===== config.mk =====
export PLATFORM = sky130hd
export DESIGN_NAME = rx_frame_assembler
export DESIGN_NICKNAME = d
export VERILOG_FILES = /design/src/rtl/rx_frame_assembler.sv
export SDC_FILE = /design/constraint.sdc
export NUM_CORES = 1
export LEC_CHECK = 0
export ABC_CLOCK_PERIOD_IN_PS = 1600
export CORE_MARGIN = 5
export CORE_UTILIZATION = 47
export DETAILED_ROUTE_END_ITERATION = 16
export PLACE_DENSITY = 0.71
export SYNTH_ARGS = -nofsm -noshare
export SYNTH_HDL_FRONTEND = slang
export SYNTH_SLANG_ARGS = --single-unit

===== constraint.sdc =====
create_clock -name clk -period 1.6 [get_ports clk]
set_input_delay 0.48 -clock clk [delete_from_list [all_inputs] [get_ports clk]]
set_output_delay 0.48 -clock clk [all_outputs]
set_load 0.1 [all_outputs]

===== src/rtl/rx_frame_assembler.sv =====
// rx_frame_assembler: collects NBYTES uart bytes into one frame word and
// holds the last good frame for the display path.
// Optional feature macro: RX_FRAME_CHECKSUM_EN adds a trailing XOR byte per
// frame; a mismatch is treated like a uart error.
// Byte handshake: rx_valid carries no ready. A byte is taken only on the
// rising edge of rx_valid, so a level held high for many cycles still counts
// as one byte; a new byte needs rx_valid to drop for at least one cycle.
module rx_frame_assembler #(
    parameter int          NBYTES       = 2,
    parameter int          TIMEOUT_CYC  = 100000,
    parameter logic [15:0] INIT_PATTERN = 16'hCCCC,
    parameter logic [15:0] ERR_PATTERN  = 16'hEEEE,
    localparam int         DATA_W       = 8 * NBYTES,
    localparam int         CNT_W        = $clog2(NBYTES + 2)
) (
    input  logic              clk,
    input  logic              reset,
    input  logic [7:0]        rx_data,
    input  logic              rx_valid,
    input  logic              rx_ferror,
    input  logic              rx_perror,
    input  logic              clr_err,
    output logic [DATA_W-1:0] frame_data,
    output logic              frame_valid,
    output logic              frame_error,
    output logic [CNT_W-1:0]  byte_cnt,
    output logic [1:0]        state_dbg
);

`ifdef RX_FRAME_CHECKSUM_EN
    localparam int FRAME_LEN = NBYTES + 1;
`else
    localparam int FRAME_LEN = NBYTES;
`endif
    localparam int TMO_W = $clog2(TIMEOUT_CYC + 1);
    localparam logic [DATA_W-1:0] INIT_W = DATA_W'(INIT_PATTERN);
    localparam logic [DATA_W-1:0] ERR_W  = DATA_W'(ERR_PATTERN);

    typedef enum logic [1:0] {
        IDLE    = 2'd0,
        COLLECT = 2'd1,
        ERROR   = 2'd2
    } state_t;

    state_t            state_q, state_nxt;
    logic              rx_valid_q;
    logic [DATA_W-1:0] shift_q, shift_nxt, word_next;
    logic [DATA_W-1:0] data_nxt;
    logic              valid_nxt;
    logic [CNT_W-1:0]  cnt_nxt;
    logic [TMO_W-1:0]  tmo_q, tmo_nxt;
    logic              stb, err, last_byte;
`ifdef RX_FRAME_CHECKSUM_EN
    logic [7:0]        csum_q, csum_nxt;
    logic              csum_ok;
    assign csum_ok = (rx_data == csum_q);
`endif

    assign stb       = rx_valid & ~rx_valid_q;
    assign err       = rx_ferror | rx_perror;
    assign last_byte = (byte_cnt == CNT_W'(FRAME_LEN - 1));
    assign state_dbg = state_q;

    // Current partial word with the incoming byte placed in its lane (first byte = MSB lane).
    always_comb begin
        word_next = shift_q;
        for (int i = 0; i < NBYTES; i++) begin
            if (int'(byte_cnt) == i) word_next[DATA_W-1-8*i -: 8] = rx_data;
        end
    end

    // Next-state and next-output logic; uart error overrides everything else.
    always_comb begin
        state_nxt = state_q;
        shift_nxt = shift_q;
        data_nxt  = frame_data;
        valid_nxt = 1'b0;
        cnt_nxt   = byte_cnt;
        tmo_nxt   = tmo_q;
`ifdef RX_FRAME_CHECKSUM_EN
        csum_nxt  = csum_q;
`endif
        unique case (state_q)
            IDLE, COLLECT: begin
                if (stb) begin
                    shift_nxt = word_next;
                    tmo_nxt   = '0;
                    if (last_byte) begin
                        cnt_nxt   = '0;
                        state_nxt = IDLE;
`ifdef RX_FRAME_CHECKSUM_EN
                        csum_nxt = '0;
                        if (csum_ok) begin
                            data_nxt  = shift_q;
                            valid_nxt = 1'b1;
                        end else begin
                            state_nxt = ERROR;
                            data_nxt  = ERR_W;
                        end
`else
                        data_nxt  = word_next;
                        valid_nxt = 1'b1;
`endif
                    end else begin
                        cnt_nxt   = byte_cnt + CNT_W'(1);
                        state_nxt = COLLECT;
`ifdef RX_FRAME_CHECKSUM_EN
                        csum_nxt  = csum_q ^ rx_data;
`endif
                    end
                end else if (state_q == COLLECT) begin
                    if (tmo_q == TMO_W'(TIMEOUT_CYC - 1)) begin
                        // Inter-byte gap too long: drop the partial frame.
                        state_nxt = IDLE;
                        cnt_nxt   = '0;
                        tmo_nxt   = '0;
`ifdef RX_FRAME_CHECKSUM_EN
                        csum_nxt  = '0;
`endif
                    end else begin
                        tmo_nxt = tmo_q + TMO_W'(1);
                    end
                end
            end
            ERROR: begin
                cnt_nxt = '0;
                tmo_nxt = '0;
                if (clr_err && !err) begin
                    state_nxt = IDLE;
                    data_nxt  = INIT_W;
                end
            end
            default: state_nxt = IDLE;
        endcase
        if (err) begin
            state_nxt = ERROR;
            data_nxt  = ERR_W;
            valid_nxt = 1'b0;
            cnt_nxt   = '0;
            tmo_nxt   = '0;
`ifdef RX_FRAME_CHECKSUM_EN
            csum_nxt  = '0;
`endif
        end
    end

    // State, datapath and registered outputs with synchronous active-low reset.
    always_ff @(posedge clk) begin
        if (!reset) begin
            state_q     <= IDLE;
            rx_valid_q  <= 1'b0;
            shift_q     <= '0;
            frame_data  <= INIT_W;
            frame_valid <= 1'b0;
            frame_error <= 1'b0;
            byte_cnt    <= '0;
            tmo_q       <= '0;
`ifdef RX_FRAME_CHECKSUM_EN
            csum_q      <= '0;
`endif
        end else begin
            state_q     <= state_nxt;
            rx_valid_q  <= rx_valid;
            shift_q     <= shift_nxt;
            frame_data  <= data_nxt;
            frame_valid <= valid_nxt;
            frame_error <= (state_nxt == ERROR);
            byte_cnt    <= cnt_nxt;
            tmo_q       <= tmo_nxt;
`ifdef RX_FRAME_CHECKSUM_EN
            csum_q      <= csum_nxt;
`endif
        end
    end

endmodule


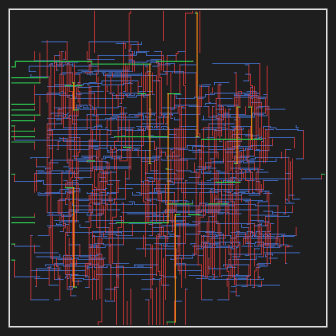
Figure 1: run 1, wiring by layer.
M2: marked red, wire length 3180 um. M1: marked blue, wire length 2610 um. M4: marked orange, wire length 171 um. M3: marked green, wire length 203 um.

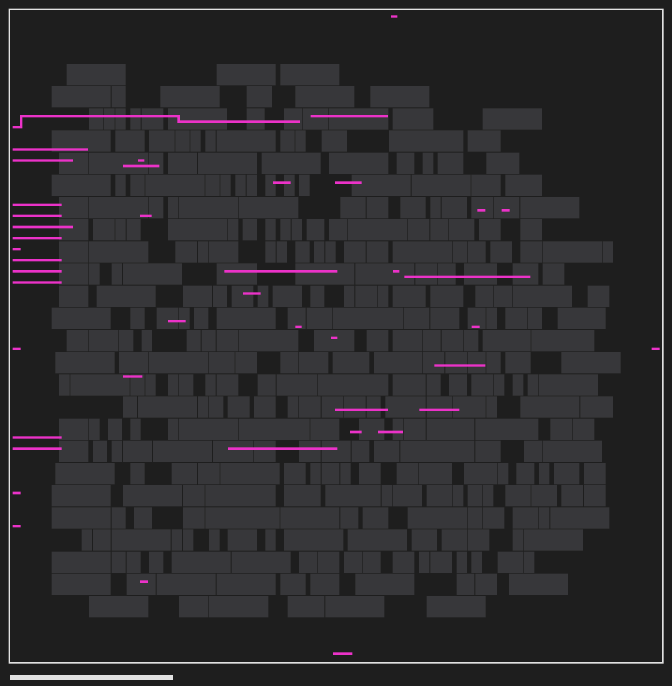
Figure 2: run 1, met3 routing.
The bar under the picture is 20 um long. Cells faint in the background.
The layer holds 3.3% of the routed length. The longest straight run is 19.3 um. The wires run mostly horizontal. 32 nets have wire on it. The layer carries 203 um of wire.

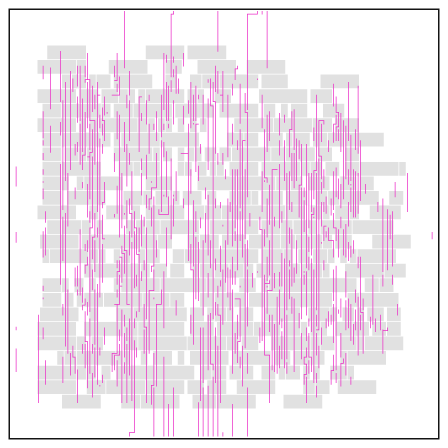
Figure 3: run 1, met2 routing.
Cells faint in the background.
The layer carries 3180 um of wire. 313 nets have wire on it. The wires run mostly vertical.

==> notes.md, run 1 <==
In the final report, the number of pins over their slew limit comes to 0. The met3 capacity usage during global routing is 0.0384, and the maximum count of clock buffers along a single path is 2. The worst setup path is launched from a flip-flop.

Setup repair after global routing could not meet its margin everywhere. CTS built an H-tree with a depth of 2. For the overall global routing resource usage, the log shows 0.213.

The net count of the finished layout is 362. The library cell used most frequently in the layout, excluding fill and tap cells, is dfxtp_1. On the final layout, the worst clock skew is 4.81 ps. With the number of cells after detailed placement at 402, the final sum of negative setup slack is -3470 ps.

All stages included, the depth of the critical timing path comes to 7. The detailed route wirelength on metal3 is 203 um. The logs give -230 ps for the worst-case setup margin in the final layout and 415 for the tally of non-filler cells in the final layout. The routed layout reports a DRC error count of 0. The final route contains 2242 vias. The number of well-tap cells placed came out at 67.

STA shows the worst min-delay path finishing at shift_q[9]$_SDFFE_PN0P_. The floorplan core density was 0.484; the count of routing violations after the opening detailed-route iteration was 74. In this run, power in combinational logic comes to 0.381 mW.

The inverter count of the layout excluding clock inverters was 2. The run gives 80.0 um for the die boundary height. The longest incremental delay of any stage on the critical path is reported as 540 ps. The tree built by TritonCTS fans out to 52 sinks. The portion of synthesized cell area occupied by the leading cell type came out at 0.452. The combinational share of cell area is 0.366, and the initial antenna violation count is 0. The number of cells reported by Yosys stat comes to 270.

Measured in cells, the most critical reg-to-reg path has a length of 7. Signal routing reaches up to met4. Leaving out buffers and inverters, the combinational logic in the layout accounts for 1320 sq um. Relative to the synthesized area, the layout overhead comes to 56.0%.

Data on the critical path is required at its endpoint by 1810 ps. In this run the worst setup path terminates at tmo_q[8]$_SDFFE_PP0P_. The most area-hungry cell class in the final design is combinational gates.

Pin placement for this block handled 36 I/O pins. The average wire per cell in the routed design was 14.9 um; the net count after synthesis was 285. The met2 layer usage reported by global route is 0.371, and the core outline area is 4750 sq um.

The most frequently used library cell after synthesis is dfxtp_1. For this run, the number of Yosys warnings is 0. In the layout the commonest cells are dfxtp_1 (46), buf_4 (41), nand2_1 (39).

The post-synthesis cell type with the largest combined area is dfxtp_1. Number of combinational gates with multiple inputs: 203. Post-route total power: 2.76 mW. The synthesized design contains 52 register bits.

The tools report the clock root buffer as clkbuf_8. The detailed router reports a met2 wire length of 3180 um. Averaged over all synthesized cells, the footprint is 8.53 sq um. Summing every instance area after synthesis gives 2300 sq um. Summed over all cells, the static leakage comes to 1.44 nW.

The launch point of the worst hold path was shift_q[9]$_SDFFE_PN0P_. The flow reported a cell area power density of 769 nW/um^2. Yosys reports a chip area of 2300 sq um. The internal portion of the total power is 2.07 mW. The post-synth count of flops with an enable pin is 0. Sequential group share of total power: 0.485. The run gives 0.377 as the clock power share.

The final reports fail on setup timing. The number of antenna diodes in the final layout is 0. The finished cells cover 3590 sq um. For the clock group, total power comes out at 1.04 mW. The switching portion of total power was 0.250. The run gives 0 for the final-report hold violation count.

The tools report the number of global-route vias before repair as 2285. The count of fill cells added during filler insertion was 330. The run finished, with violations left.

For the global routing met1 resource utilization, the log shows 0.249. The run gives 0.138 as the share of power burned in combinational logic. The run gives 0.452 as the part of the Yosys area used for sequential elements.

In the routed layout, each cell is associated on average with a via count of 5.40. Per the power-grid run, VDD falls by no more than 582 uV. For the final standard cell utilization of the core, the log shows 0.756. TritonCTS built the clock tree.

The run gives 0 as the remaining number of nets flagged by the antenna check after routing. The transition time recorded at the tightest slew-check pin is 348 ps. The worst path buffer plus inverter count was 2; the total routed wirelength was 6170 um. After layout, the clock buffer instance count stands at 8. The end-of-flow timing check tallies setup violations at 20. The type of destination of the critical path was a flip-flop. For the worst-skew pair, the clock arrives at the later sink with an insertion delay of 310 ps.

Note that the worst hold path type here is reg -> reg. The highest clock rate this design can be run at is 0.546 GHz. The clock transition at the registers of the reported paths is 100 ps. The run gives 0.0400 for the clock network area share.

The most heavily used metal layer in global routing is met2. Per STA, the worst path is made up of or4_4 > nor3_4 > buf_4 > nand4_1 > nand3b_1 > buf_6 > nor2_1. Hold timing on the final database bottoms out at a slack of 460 ps. According to the floorplan report, the die width is 80.0 um. The number of hold buffers added after CTS was 0. The logs give a warning total of 29. The setup slack of the most critical reg-to-reg path is -230 ps, and the distinct cell type count after synthesis is 44.

The proportion of register bits with asynchronous set or reset after synthesis works out to 0. The run gives 1060 sq um for the storage element area. The type of the worst setup path was reg -> reg. Sorting the synthesized cells by how often they occur yields dfxtp_1 (52), nand2_1 (40), nor2_1 (30). Post-route fraction of the period consumed by the critical path: 1.14.

Synthesis produced 270 cells. The global route stage reports its total congestion overflow as 0. The share of final-layout standard cells stronger than drive strength 1 is 0.322, and the number of non-clock buffers is 83.

The run gives 0.295 for the sequential share of cell area. According to the timing report, the critical path is launched from tmo_q[13]$_SDFFE_PP0P_. The capture point of the worst register-to-register path is recorded as tmo_q[8]$_SDFFE_PP0P_. Across the run, the number of max-cap violations was 0. The first detailed-routing pass ran for 4 iterations.

The number of buffers created by CTS is 5, and the shortest clock period the worst path allows after layout is 1830 ps. The power group with the highest consumption is sequential cells. The first-pass GRT wire length was 10700 um; the placed wire-length estimate after detailed placement was 4430 um.

Port buffering added 35 buffers. The proportion of final cell area spent on non-clock buffers is 0.274. The data arrival time of the critical path was 2040 ps; the cell row count was 25. The worst hold path depth works out to 2. The sequential logic power was 1.34 mW; the worst slack at placement was -490 ps. The final estimated routing congestion in global placement is 0.854. For the area of the die, the log shows 6400 sq um. Among all stages on the critical path, the largest delay is contributed by or4_4.

The power report puts the net switching power at 0.691 mW. Entering global routing, the biggest net connects 19 pins. Along the worst path, the maximum fanout reaches 8. Yosys attributes the largest share of cell area to dfxtp_1 (45%), nand2_1 (6.5%), nor2_1 (4.9%).

The cell family contributing the most delay on the critical path is simple AND/OR/NAND/NOR gates.
[run 1: flip-flops by register name, indices dropped and copies added (netlist names)]
| name | cells |
|---|---|
| rx_valid_q | 1 |
| frame_error | 1 |
| tmo_q | 17 |
| byte_cnt | 2 |
| state_dbg | 2 |
| frame_data | 16 |
| shift_q | 12 |
| frame_valid | 1 |
[run 1: cell families after synthesis]
kind of cell / share of synthesized area
buffers and inverters: 0.0288
muxes: 0.0440
xor gates and xnor gates: 0.0380
and+or+nand+nor: 0.275
DFF: 0.452
adders and majority gates: 0.00543
AOI/OAI and AO/OA: 0.156
[run 1: what timing repair did]
| action | 4_1_cts | 5_1_grt |
|---|---|---|
| setup buffers | 5 | 0 |
| gates resized | 20 | 7 |
| endpoints found under the setup margin | 35 | 26 |
| pin swaps | 14 | 10 |
Figure 4. Track usage over the die (run 1).
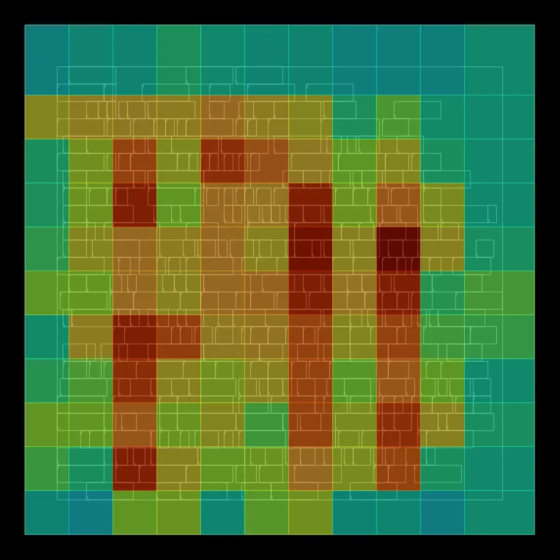

==> inputs of run 2 (changes only) <==
ABC_CLOCK_PERIOD_IN_PS = 2290   (was 1600)
CORE_UTILIZATION = 57   (was 47)
HOLD_SLACK_MARGIN = 0.15   (was not set)
PLACE_DENSITY = 0.81   (was 0.71)
clock period = 2.29 ns   (was 1.6 ns; I/O delays follow)
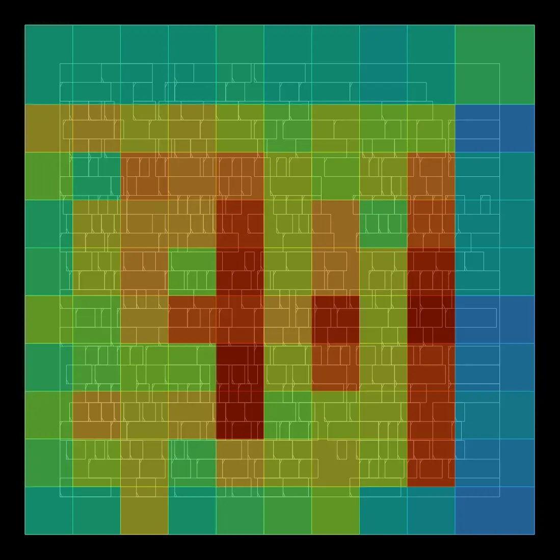
Figure 5: run 2, track usage over the die.
final core area utilization: 0.729
met3 usage: 0.0520
GR Layer Usage met1: 0.260
busiest layer in global routing: met2

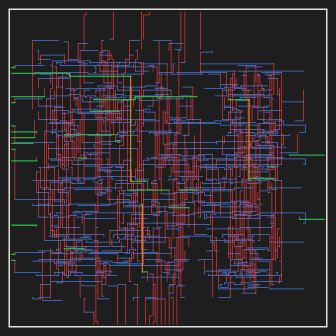
Figure 6: run 2, wiring by layer.
M1: marked blue, wire length 2380 um. M2: marked red, wire length 2660 um. M4: marked orange, wire length 58.5 um. M3: marked green, wire length 169 um.

==> notes.md, run 2 <==
Worst-case setup margin in the final layout: 301 ps (+531 ps). Setup repair after global routing left no endpoint under its margin. With the cell count after synthesis at 270 (unchanged), the number of max-capacitance violations reported is 0 (unchanged). The peak ir drop on the vdd network was 441 uV (-24%); the final design area excluding fillers was 2900 sq um (-19%). The run gives 0.865 (+1.4%) for the final estimated routing congestion in global placement. Ranked by power, first place goes to sequential cells. The run gives 285 (unchanged) for the net count after synthesis.

For the worst min-delay path, the startpoint reported by OpenROAD is shift_q[2]$_SDFFE_PN0P_. The switching portion of total power is 0.251 (+0.000598), and the first-pass GRT wire length is 8940 um (-16%). The most common logic cell in the final layout is dfxtp_1. With the number of flip-flops under the largest register name at 17 (unchanged), the portion of synthesized cell area occupied by the leading cell type is 0.452 (unchanged).

The tools report the power in the clock group as 0.659 mW (-37%). The number of non-clock buffers is 52 (-37%), and the summed standard-cell area reported by yosys is 2300 sq um (unchanged). With the final routed DRC violation total at 0 (unchanged), the mean instance size in the synthesized netlist is 8.53 sq um (unchanged). The run gives 0.503 GHz for the highest achievable clock rate.

The total number of warnings across the stage logs came out at 26 (-10%). With the data arrival time of the critical path at 2180 ps (+140 ps), the switching power is 0.453 mW (-34%). The run gives 367 (-12%) for the tally of non-filler cells in the final layout. The final setup violation count was 0 (-100%); the worst-case clock skew was 13.0 ps (+8.15 ps). Number of sinks on the clock net: 52 (unchanged). The run gives 0 (unchanged) as the aggregate global routing overflow. Yosys shows that the main logic family after synthesis is simple AND/OR/NAND/NOR gates. With the proportion of register bits with asynchronous set or reset after synthesis at 0 (unchanged), the worst hold margin is 462 ps (+1.67 ps). For the area of the die, the log shows 5410 sq um (-15%). The post-synthesis cell type with the largest combined area was dfxtp_1. The level count of the clock H-tree is 2 (unchanged). For the final sum of negative setup slack, the log shows 0 ps (+3470 ps). The total routed wirelength was 5270 um (-15%).

For reference, the top cells by count after synthesis are dfxtp_1 (52), nand2_1 (40), nor2_1 (30). For the maximum number of pins on one net before global-route repair, the log shows 20 (+1). The most frequent cell after synthesis was dfxtp_1.

With the average wire per cell in the routed design at 14.4 um (-3.4%), the length of routed met2 wiring is 2660 um (-16%). The number of pins exceeding their max-slew limit in the final report came out at 0 (unchanged). The combinational share of cell area works out to 0.415 (+0.0486). The run finished with clean final reports. The number of nets in the finished design is 331 (-8.6%). Per the STA report, the cell with the highest stage delay on the worst path is clkdlybuf4s50_1. The run gives 1.13 nW (-21%) for the cell leakage power. With the number of iterations in the first detailed-routing pass at 4 (unchanged), the count of pins on the block boundary is 36 (unchanged). The maximum count of clock buffers along a single path was 2 (unchanged); the number of global-route vias before repair was 1996 (-13%). The post-synthesis cell count from yosys came out at 270 (unchanged). With the cts-stage hold buffer count at 0 (unchanged), the post-synthesis share of cell area spent on and, or, nand and nor gates is 0.275 (unchanged). The total power per unit cell area was 624 nW/um^2 (-19%). The inverter count of the layout excluding clock inverters came out at 2 (unchanged). The floorplan core density is 0.580 (+0.0956), and the share of final-layout standard cells stronger than drive strength 1 is 0.170 (-0.151). Per the cell usage report, the commonest logic cells after layout are dfxtp_1 (51), nand2_1 (40), buf_4 (36).

The run gives 90 ps (about the same) for the clock transition at the registers of the reported paths. The die boundary height is 73.6 um (-8.0%), and the clock latency of the later-clocked register in the worst-skew pair is 300 ps (about the same). Listed in order, past its start point the critical path passes clkdlybuf4s50_1 > nor2b_1 > o2111ai_1 > nor3_1 > xnor2_1 > nor2_1. With the cell row count at 23 (-8.0%), the required time of the worst setup path is 2480 ps (+670 ps). TritonCTS built the clock tree. Worst slack at placement: -0.504 ps (+490 ps). The sequential group share of total power is 0.518 (+0.033). The logs give 0 (unchanged) for the yosys synthesis warning count and 0.452 (unchanged) for the part of the Yosys area used for sequential elements. The proportion of final cell area spent on non-clock buffers came out at 0.159 (-0.115). The worst setup path is launched from an input port.

The worst setup path is captured at a flip-flop. The initial antenna violation count was 0 (unchanged); the final-report hold violation count was 0 (unchanged). The transition time of the tightest slew-check pin was 607 ps (+259 ps). The met2 layer usage reported by global route came out at 0.354 (-0.0165). The chip width was 73.6 um (-8.0%). The share of cell area taken by muxes after synthesis is 0.0440 (unchanged). Highest routing layer actually used: met4.

Placed wire-length estimate after detailed placement: 3800 um (-14%). The run gives 0.211 mW (-45%) as the power in combinational cells. The run gives 0 (unchanged) as the remaining number of nets flagged by the antenna check after routing.

Most area-hungry cell class in the final design: combinational gates. Worst-path maximum fanout: 4 (-4). Sorting the synthesized cells by area gives the leading types as dfxtp_1 (45%), nand2_1 (6.5%), nor2_1 (4.9%).

The register bank with the most flops is tmo_q. The detailed route wirelength on metal3 was 169 um (-17%); the number of buffers created by CTS was 5 (unchanged). The tools report the headroom to the max-slew limit as 0.594. The logs give 1040 sq um (-1.5%) for the storage element area and 0.209 (-0.00336) for the overall global routing resource usage. The tools report the number of combinational gates with multiple inputs as 203 (unchanged). In the per-layer breakdown of the detailed-route log, met1 shows 2380 um. The count of state elements after synthesis was 52 (unchanged); the core outline area was 3970 sq um (-16%). The worst setup path is of the in -> reg kind. The run gives 35 (unchanged) for the total of buffers placed on input and output ports. The maximum cell stage delay along the critical path was 510 ps (-30 ps).

The antenna diode count is 0 (unchanged). The sequential share of cell area is 0.360 (+0.0654). The count of fill cells added during filler insertion is 308 (-6.7%), and the number of enable flip-flop cells is 0 (unchanged). The tools report the distinct cell type count after synthesis as 44 (unchanged).

The registers reported with the highest flop counts are tmo_q x17, frame_data x16, shift_q x12. The count of clock buffers in the final design was 6 (-2); the combined area of the multi-input logic cells was 1200 sq um (-8.7%). The tools report the share of power burned in combinational logic as 0.117 (-0.021). The post-route fraction of the period consumed by the critical path was 0.869; the post-route total power was 1.81 mW (-35%).

The cell internal power dissipation came out at 1.35 mW (-35%). The aoi/oai-family share of the synthesized area was 0.156 (unchanged). The via density per instance came out at 5.63 (+4.3%). The count of routing violations after the opening detailed-route iteration was 67 (-9.5%). The clock network area share is 0.0419 (+0.00188), and the sequential logic power is 0.937 mW (-30%). The clock power share came out at 0.365 (-0.012).

Quantity of gates resized following cts: 0 (-100%). In this run the worst setup path begins at rx_valid. The number of vias after detailed routing is 2068 (-7.8%).

The tools report the clock root buffer as clkbuf_8.
[run 2: path summary, 6_finish.rpt]
check | endpoint | slack (ps) | depth (start not counted)
worst max-delay path | tmo_q[11]$_SDFFE_PP0P_ | 300 | 6
worst min-delay path | shift_q[2]$_SDFFE_PN0P_ | 460 | 2
worst max register to register | tmo_q[14]$_SDFFE_PP0P_ | 310 | 6
worst min register to register | shift_q[2]$_SDFFE_PN0P_ | 460 | 2
[run 2: worst max-delay path, delay by kind of cell]
| kind | cells | cell delay, ps |
|---|---|---|
| buf+inv | 1 | 510 |
| xor+xnor | 1 | 150 |
| simple gates | 3 | 590 |
| compound gates | 1 | 250 |
Figure 7. Met3 routing (run 2).
The bar under the picture is 20 um long. Cells faint in the background.
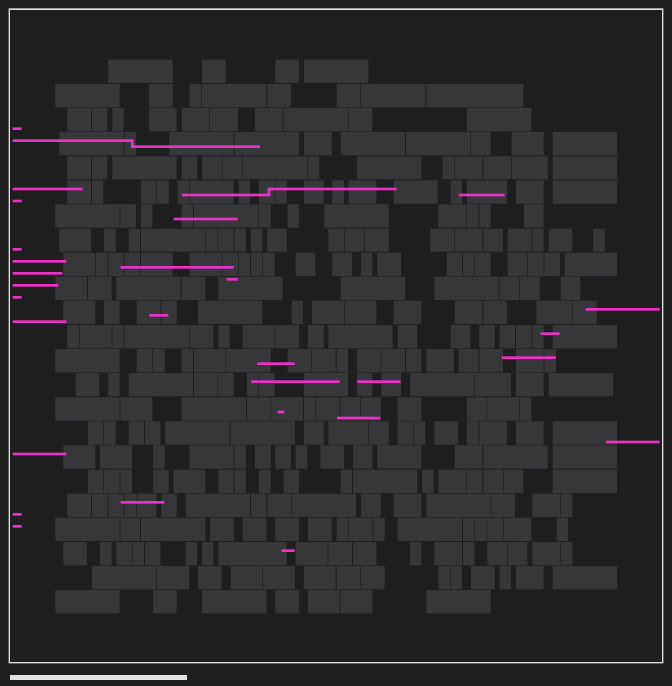

==> inputs of run 3 (changes only) <==
PLACE_DENSITY = 0.84   (was 0.81)
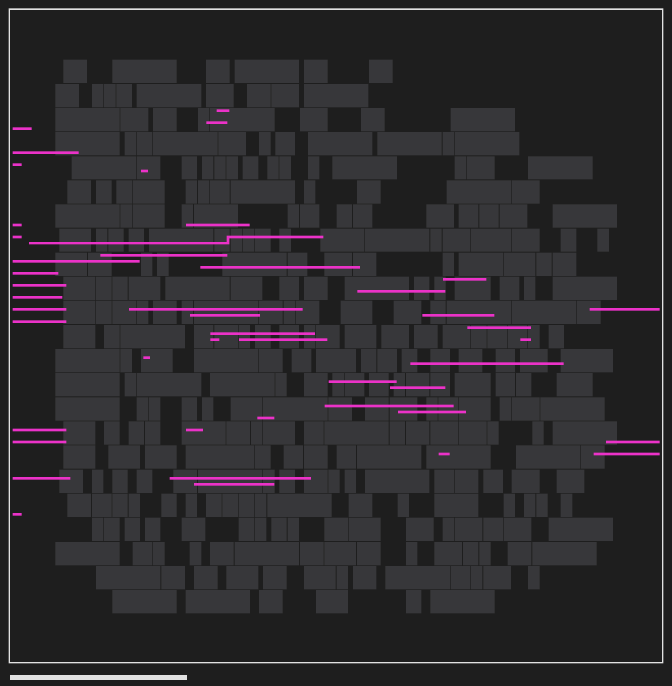
Figure 8: run 3, met3 routing.
The bar under the picture is 20 um long. Cells faint in the background.
The wires run mostly horizontal. The layer holds 6.1% of the routed length. The layer carries 326 um of wire.

==> notes.md, run 3 <==
With the met2 layer usage reported by global route at 0.378 (+0.0236), the die boundary height is 73.6 um (unchanged). The tools report the count of fill cells added during filler insertion as 318 (+3.2%). The setup path with the least slack is of type in -> reg. The initial antenna violation count is 0 (unchanged), and the mean instance size in the synthesized netlist is 8.53 sq um (unchanged). The run gives 73.6 um (unchanged) for the chip width. For the total routed wirelength, the log shows 5350 um (+1.5%). The tools report the count of pins on the block boundary as 36 (unchanged). The launch point of the critical path is rx_valid. For the number of max-capacitance violations reported, the log shows 0 (unchanged).

Total of buffers placed on input and output ports: 35 (unchanged). With the worst hold path depth at 2 (unchanged), the highest achievable clock rate is 0.501 GHz (-0.26%). The worst-case reg-to-reg path depth was 6 (unchanged). The tools report the floorplan core density as 0.580 (unchanged). With the data arrival time of the critical path at 2200 ps (+20 ps), the proportion of register bits with asynchronous set or reset after synthesis is 0 (unchanged). The transition time of the tightest slew-check pin was 423 ps (-185 ps); the cts-stage hold buffer count was 0 (unchanged). For the met1 routed wirelength after detailed routing, the log shows 2260 um (-5.3%).

The tally of non-filler cells in the final layout is 367 (unchanged). The run gives 0.718 (+0.124) as the headroom to the max-slew limit. The most heavily used metal layer in global routing was met2. For the quantity of gates resized following cts, the log shows 0 (unchanged). Aggregate global routing overflow: 0 (unchanged). STA classifies the critical path endpoint as a flip-flop.

Clock latency of the later-clocked register in the worst-skew pair: 310 ps (about the same). The net count after synthesis came out at 285 (unchanged). For the area of the die, the log shows 5410 sq um (unchanged). With the worst path buffer plus inverter count at 1 (unchanged), the final estimated routing congestion in global placement is 0.787 (-9.1%). The count of state elements after synthesis is 52 (unchanged).

The share of final-layout standard cells stronger than drive strength 1 came out at 0.170 (unchanged). The post-synthesis cell type with the largest combined area was dfxtp_1. The portion of synthesized cell area occupied by the leading cell type is 0.452 (unchanged).

The cell family contributing the most delay on the critical path is simple AND/OR/NAND/NOR gates. With the total stage count of the critical path at 6 (unchanged), the summed standard-cell area reported by yosys is 2300 sq um (unchanged). The run gives 0 (unchanged) for the final setup violation count. The total number of warnings across the stage logs was 26 (unchanged). The run gives 331 (unchanged) as the number of nets in the finished design. The total power per unit cell area works out to 590 nW/um^2 (-5.5%).

The tools report the clock root buffer as clkbuf_8. Number of pins exceeding their max-slew limit in the final report: 0 (unchanged). Sorting the synthesized cells by area gives the leading types as dfxtp_1 (45%), nand2_1 (6.5%), nor2_1 (4.9%). Clock transition at the registers of the reported paths: 100 ps (about the same). Share of cell area taken by muxes after synthesis: 0.0440 (unchanged). The most frequent logic cell in the layout was dfxtp_1. The cell row count was 23 (unchanged). The startpoint class of the critical path is an input port.

The run gives 9190 um (+2.8%) as the first-pass GRT wire length. The setup slack of the most critical reg-to-reg path is 370 ps (+60 ps). The level count of the clock H-tree is 2 (unchanged), and the required time of the worst setup path is 2500 ps (+20 ps). The final routed DRC violation total is 0 (unchanged), and the cell leakage power is 1.12 nW (-1.2%).

The run gives 2059 (+3.2%) as the number of global-route vias before repair. The tools report the final sum of negative setup slack as 0 ps (unchanged). The run gives 0 (unchanged) as the final-report hold violation count. Among the non-sequential cells, simple AND/OR/NAND/NOR gates take the most area. The maximum cell stage delay along the critical path came out at 510 ps (about the same). Sorting the synthesized cells by how often they occur yields dfxtp_1 (52), nand2_1 (40), nor2_1 (30).

The post-synthesis cell count from yosys came out at 270 (unchanged). The run gives 52 (unchanged) for the number of sinks on the clock net. The yosys synthesis warning count was 0 (unchanged). The via density per instance came out at 5.74 (+1.9%).

The tools report the placed wire-length estimate after detailed placement as 3850 um (+1.2%). The run gives 463 ps (+0.621 ps) as the worst hold margin. In the layout the commonest cells are dfxtp_1 (51), nand2_1 (40), buf_4 (36).

More flip-flops sit in one register than any other, and that register is tmo_q. The post-route fraction of the period consumed by the critical path is 0.871 (+0.00223), and the growth of design area from synthesis to finish is 24.4%. Number of buffers created by CTS: 5 (unchanged).

The largest registers in the layout are tmo_q x17, frame_data x16, shift_q x12. With the aoi/oai-family share of the synthesized area at 0.156 (unchanged), the peak ir drop on the vdd network is 420 uV (-4.8%). Part of the Yosys area used for sequential elements: 0.452 (unchanged). dfxtp_1 is the most common cell in the netlist.

The run gives 0 (unchanged) as the antenna diode count. The standard cell with the maximum stage delay on the critical path is clkdlybuf4s50_1. With the number of vias after detailed routing at 2107 (+1.9%), the post-synthesis share of cell area spent on and, or, nand and nor gates is 0.275 (unchanged). The worst-path maximum fanout is 4 (unchanged), and the worst-case clock skew is 11.6 ps (-1.35 ps). Detailed route wirelength on metal3: 326 um (+93%). Count of routing violations after the opening detailed-route iteration: 106 (+58%). Number of iterations in the first detailed-routing pass: 4 (unchanged). The remaining number of nets flagged by the antenna check after routing was 0 (unchanged). The tools report the launch point of the worst hold path as shift_q[3]$_SDFFE_PN0P_. The run gives 2 (unchanged) as the maximum count of clock buffers along a single path. With the number of cells after detailed placement at 359, the length of routed met2 wiring is 2660 um (about the same). The critical path ends at tmo_q[11]$_SDFFE_PP0P_. The end of the worst hold path is shift_q[3]$_SDFFE_PN0P_.

The number of enable flip-flop cells was 0 (unchanged); the core outline area was 3970 sq um (unchanged). The terminus of the critical flop-to-flop path was tmo_q[14]$_SDFFE_PP0P_. The flow ran to the end, and the final reports show no timing, DRC or antenna violations. The run gives 1.69 mW (-6.5%) as the post-route total power. Highest routing layer actually used: met4.
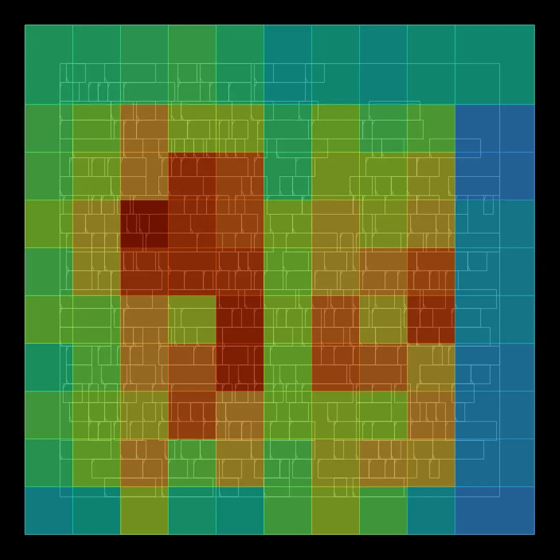
Figure 9: run 3, track usage over the die.
met3 usage: 0.0643
Overall Global Routing Usage: 0.216
final core area utilization: 0.721
Routed WL per cell: 14.6 um
GR Layer Usage met1: 0.248

[run 3: final cells by class]
type / instances / area, sq um / share of cell area
Multi-Input combinational cell: 203 / 1200 / 0.419
Sequential cell: 52 / 1040 / 0.364
Timing Repair Buffer: 52 / 460 / 0.161
Clock buffer: 5 / 68.8 / 0.0240
Tap cell: 50 / 62.6 / 0.0218
Clock inverter: 3 / 22.5 / 0.00786
Inverter: 2 / 7.51 / 0.00262
[run 3: through the flow]
step	utilization	instance area [sq um]	worst slack (ps)
after floorplan	-	2300	6.68
after global placement	0.698	2770	7.94
after detailed placement	0.698	2770	-8.48
after CTS	0.721	2870	305
after global routing	0.721	2870	223
final	0.721	2870	296
[run 3: report_power, final]
group          total [mW]  switching (mW)  internal (mW)
clock network       0.539           0.319          0.220
registers           0.937          0.0140          0.924
logic               0.214           0.140         0.0739
Power is estimated from default activity; no workload was simulated.
